==> config.mk <==
export PLATFORM = sky130hd
export DESIGN_NAME = urv_divider_seq
export DESIGN_NICKNAME = d
export VERILOG_FILES = /design/src/rtl/urv_divider_seq_pkg.sv /design/src/rtl/urv_divider_seq_div_step.sv /design/src/rtl/urv_divider_seq.sv
export SDC_FILE = /design/constraint.sdc
export NUM_CORES = 1
export LEC_CHECK = 0
export CAP_MARGIN = 10
export CORE_ASPECT_RATIO = 1.2
export CORE_MARGIN = 3
export CORE_UTILIZATION = 58
export DETAILED_ROUTE_END_ITERATION = 12
export PLACE_DENSITY = 0.78
export SYNTH_ARGS = -nofsm -noshare
export SYNTH_HDL_FRONTEND = slang
export SYNTH_SLANG_ARGS = --single-unit
==> constraint.sdc <==
create_clock -name clk_i -period 3.7 [get_ports clk_i]
set_input_delay 1.11 -clock clk_i [delete_from_list [all_inputs] [get_ports clk_i]]
set_output_delay 1.11 -clock clk_i [all_outputs]
set_load 0.01 [all_outputs]
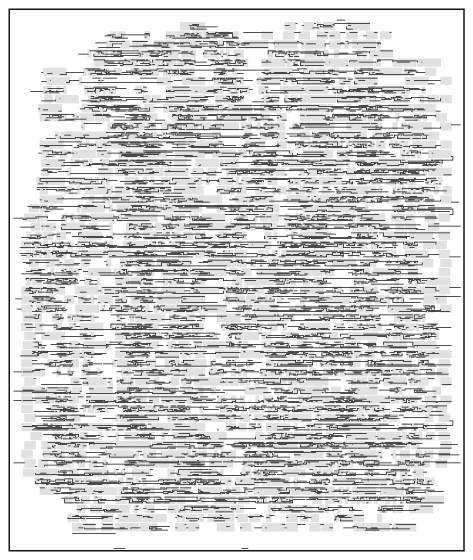
Fig. 1. The metal 1 layer (run 1).
Cells faint in the background.
longest straight run: 34.5 µm
main direction: horizontal
wire length on this layer: 13,800 µm
share of all routed wire: 39%
M1 GR Usage: 38.23%
via count: 11,920
Routed WL: 35,390 µm

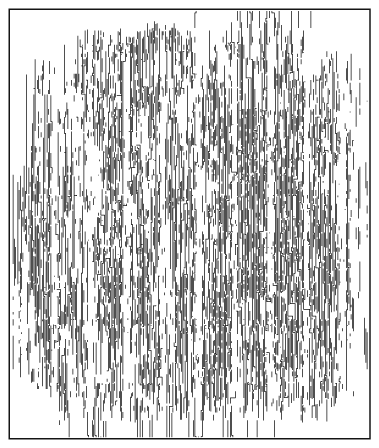
Fig. 2. Met2 routing (run 1).
longest straight run: 70.2 µm
wire length on this layer: 17,500 µm
main direction: vertical
share of all routed wire: 49%
nets with wire on the layer: 1,462
GR Layer Usage met2: 56.32%

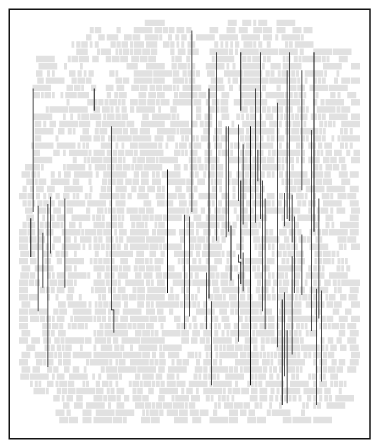
Fig. 3. The metal 4 layer (run 1).
Cells faint in the background.
main direction: vertical
wire length on this layer: 2,040 µm
nets with wire on the layer: 49
longest straight run: 97.2 µm
share of all routed wire: 5.8%

==> Slide: Implementation Results, run 1 <==
Synthesis and Place & Route Summary

Synthesis
  • Flip-flops with a built-in enable: 0
  • Synth unique cells: approximately 76
  • Yosys chip area: roughly 12,000 µm²
  • Comb area leader: AND-OR/OR-AND gates
  • MUX share of area: under 10%
  • Yosys top cell by area: dfxtp_1

Route
  • Drt pass-1 iters: 6
  • DR WL/cell: roughly 18 µm
  • ANT nets after route: 0
  • Iteration-0 DRC Markers: ~950

Setup path
  • CP arrival: ~2500 ps
  • Crit. End Element: output port
  • Max stage delay cell, worst path: clkdlybuf4s50_1
  • FF-to-FF path depth: 13

Final layout
  • Fin util: between 70% and 80%
  • Diode count: 0

Global routing
  • GRT overflow: 0
  • Initial antenna violation count: 0
  • First-pass GRT wire length: ~57,000 µm

Die
  • Initial Utilization: 59.39%
  • IO Count: 106

Final timing
  • FMAX: ~0.28 GHz
  • Final slew viol count: 0
  • Setup repair after global routing missed its margin: no
  • Final setup vio count: 0

Placed design
  • Input/output buffers: approximately 100

Clock network
  • Clk buf depth: 2
  • CTS Buf Count: 17
  • Clock slew at reported path FFs: roughly 70 ps
  • Clk root buf: clkbuf_16

Power and ir drop
  • Leakage Power: ~5.1 nW
  • Peak supply drop: 326.1 µV

Outcome
  • Status: finished, final reports clean
==> run 1: cell families after synthesis <==
logic type	after synthesis
compound gates	487
xor+xnor	147
fa+ha+maj	44
buf+inv	159
flops	173
mux	17
simple gates	536
==> run 1: where the power goes <==
part	internal (W)	leakage, nW	switching [W]	total [W]
Sequential	0.00192	1.40	0.0000728	0.00200
Combinational	0.000432	3.40	0.000588	0.00102
Clock	0.00109	0.304	0.000840	0.00193
==> run 1: cells in the final DEF, fill, tap and decap left out, types with 15 or more instances in the layout <==
cell type	n
a211oi_1	38
a21oi_1	148
a32oi_1	19
buf_4	63
clkbuf_16	17
clkdlybuf4s50_1	103
dfxtp_1	173
ha_1	41
inv_1	62
nand2_1	221
nand2b_1	15
nand3_1	18
nor2_1	165
nor3_1	23
o21ai_0	107
o221ai_1	16
o31ai_1	31
o41ai_1	20
xnor2_1	71
xor2_1	76
==> run 1: layout make-up <==
| type | instances | area [µm²] |
|---|---|---|
| inverter | 62 | 232.7 |
| clock inverter | 15 | 198.9 |
| clock buffer | 17 | 425.4 |
| multi-input combinational | 1231 | 7587 |
| fill | 1648 | 5801 |
| timing repair buffer | 170 | 1584 |
| tap | 261 | 326.6 |
| sequential | 173 | 3463 |
==> run 1: synthesized netlist by cell type, types with 8 or more instances <==
cell / n
or3_1: 14
nand4_1: 14
nor4_1: 13
xor2_1: 76
xnor2_1: 71
o221ai_1: 16
or4_1: 10
a21oi_1: 148
mux2i_1: 14
a32oi_1: 19
a311oi_1: 14
a211oi_1: 38
o22ai_1: 10
nor3_1: 23
and3_1: 12
o31ai_1: 31
o211ai_1: 8
o21ai_2: 10
o21ai_1: 13
buf_1: 9
nor2_1: 166
ha_1: 43
a21o_1: 14
nand2b_1: 15
o41ai_1: 20
dfxtp_1: 173
o21ai_0: 107
nand3_1: 18
nand2_1: 221
clkbuf_1: 83
inv_1: 62
==> run 1: critical path, delay by kind of cell <==
kind	cells	cell delay, ps
buffers and inverters	2	1000
AND-OR/OR-AND	1	130
AND/OR/NAND/NOR	3	210
==> run 1: stage by stage <==
| stage | power [W] | hold WS, ps | setup WS (ps) | instance area, µm² |
|---|---|---|---|---|
| floorplan | 0.002695 | 431.2 | 643.2 | 11650 |
| global placement | 0.003016 | 442.1 | 28.07 | 13190 |
| detailed placement | 0.003033 | 448.3 | 20.19 | 13190 |
| CTS | 0.004929 | 455.9 | 110.6 | 13810 |
| global route | 0.005134 | 479.6 | 28.39 | 13820 |
| finish | 0.004945 | 453.3 | 129.0 | 13820 |
==> run 1: layer usage <==
| metal | wire, µm | vias up | track usage (%) |
|---|---|---|---|
| met2 | 17460 | 488 | 56.32 |
| met1 | 13820 | 5548 | 38.23 |
| met3 | 2065 | 110 | 4.019 |
| met5 | 0 | - | 0 |
| li1 | - | 5769 | - |
| met4 | 2037 | 0 | 17.42 |
==> run 1: repair_timing <==
| action | in CTS | in global routing |
|---|---|---|
| buffers inserted | 0 | 0 |
| gates resized | 0 | 1 |
| hold endpoints to repair | 0 | 0 |
| setup endpoints to repair | 0 | 2 |
## Run 2: what changed since run 1
Settings changed: CTS_CLUSTER_SIZE from default to 24.
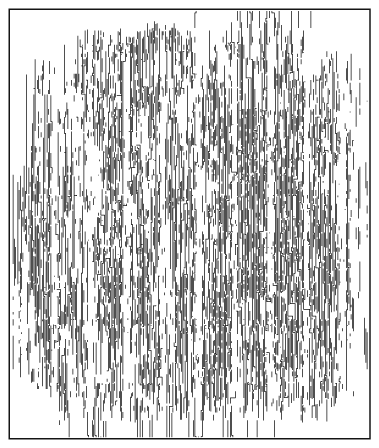
Fig. 4. Met2 routing (run 2).
wire length on this layer: 17,500 µm
nets with wire on the layer: 1,462
share of all routed wire: 49%
main direction: vertical

==> Slide: Implementation Results, run 2 <==
Synthesis and Place & Route Summary

Outcome
  • Status: finished, final reports clean

Final timing
  • Final setup vio count: 0 (unchanged)
  • Final slew viol count: 0 (unchanged)
  • FMAX: 0.2800 GHz (unchanged)
  • Hold Fails Final Rpt: 0
  • Setup repair after global routing missed its margin: no

Synthesis
  • Flip-flops with a built-in enable: 0 (unchanged)
  • MUX share of area: 1.493% (unchanged)
  • Synth unique cells: 76 (unchanged)
  • Yosys top cell by area: dfxtp_1
  • Syn Inst Count: between 1,500 and 2,000
  • Yosys cell count: roughly 1,600
  • Top cells by count, synth: 221 x nand2_1, 173 x dfxtp_1, 166 x nor2_1
  • Registers, synthesis: roughly 170
  • XOR Share, Synth: 11.05%
  • Comb area leader: AND-OR/OR-AND gates
  • Synth top cell by count: nand2_1
  • Yosys chip area: 11,650 µm² (unchanged)

Global routing
  • Initial antenna violation count: 0 (unchanged)
  • First-pass GRT wire length: 56,680 µm (unchanged)
  • GRT overflow: 0 (unchanged)

Power and ir drop
  • Leakage Power: 5.104 nW (unchanged)
  • Peak supply drop: 326.1 µV (unchanged)

Die
  • Initial Utilization: 59.39% (unchanged)
  • IO Count: 106 (unchanged)
  • Die H: approximately 160 µm

Clock network
  • CTS tree: done
  • Clk root buf: clkbuf_16
  • Clk buf depth: 2 (unchanged)
  • CTS Buf Count: 17 (unchanged)
  • Clock slew at reported path FFs: 70 ps (about the same)
  • Post-CTS setup buffers: 0 (unchanged)
  • Late-Pin Clk Latency: 450 ps

Final layout
  • Commonest Layout Cell: nand2_1
  • Final non-filler cell total: between 1,500 and 2,000
  • Top cells excl fill/tap: 221 x nand2_1, 173 x dfxtp_1, 165 x nor2_1, 148 x a21oi_1, 107 x o21ai_0
  • Diode count: 0 (unchanged)

Setup path
  • Crit. End Element: output port
  • FF-to-FF path depth: 13 (unchanged)
  • CP arrival: 2460 ps (about the same)
  • Max stage delay cell, worst path: clkdlybuf4s50_1

Route
  • Via count: 11,920 (unchanged)
  • ANT nets after route: 0 (unchanged)
  • Drt drc: 0
  • DR WL/cell: 18.35 µm (unchanged)
  • Drt pass-1 iters: 6 (unchanged)
  • Routed WL: 35,390 µm (unchanged)
  • Iteration-0 DRC Markers: 946 (unchanged)

Run
  • Number of max-cap violations: 0
-- run 2: cell counts in the layout (fill, tap and decap cells not counted) --
Identical to the previous run, type by type.
-- run 2: report_power, final --
group	switching [W]	internal (W)
combinational	0.000588	0.000432
clock	0.000840	0.00109
sequential	0.0000728	0.00192
-- run 2: per-layer routing --
layer | GRT usage (%) | wire length [µm]
met5 | 0 | 0
met2 | 56.32 | 17460
met1 | 38.23 | 13820
met4 | 17.42 | 2037
met3 | 4.019 | 2065
-- run 2: worst max-delay path, delay by kind of cell --
kind	cells	cell delay (ps)
simple gates	3	210
compound gates	1	130
buf+inv	2	1000
-- run 2: layout make-up --
cell class | count | area (µm²)
multi-input combinational | 1231 | 7587
fill | 1648 | 5801
sequential | 173 | 3463
timing repair buffer | 170 | 1584
clock buffer | 17 | 425.4
tap | 261 | 326.6
inverter | 62 | 232.7
clock inverter | 15 | 198.9
-- run 2: metrics by stage --
stage	hold slack, ps	worst slack [ps]	cell area, µm²	power, W	utilization (%)
detailed placement	448.3	20.19	13190	0.003033	67.21
global route	479.6	28.39	13820	0.005134	70.43
CTS	455.9	110.6	13810	0.004929	70.39
global placement	442.1	28.07	13190	0.003016	67.21
floorplan	431.2	643.2	11650	0.002695	-
finish	453.3	129.0	13820	0.004945	70.43
-- run 2: cell families (layout without fill, tap and decap cells) --
group | count (synthesis) | after routing
and+or+nand+nor | 536 | 536
AOI/OAI and AO/OA | 487 | 487
DFF | 173 | 173
buffers and inverters | 159 | 264
xor gates and xnor gates | 147 | 147
adders and majority gates | 44 | 44
muxes | 17 | 17
-- run 2: repair_timing --
action	4_1_cts	5_1_grt
hold endpoints to repair	0	0
resized	0	1
endpoints found under the setup margin	0	2
Power figures rest on the tool's default switching activity, not on a simulated workload.
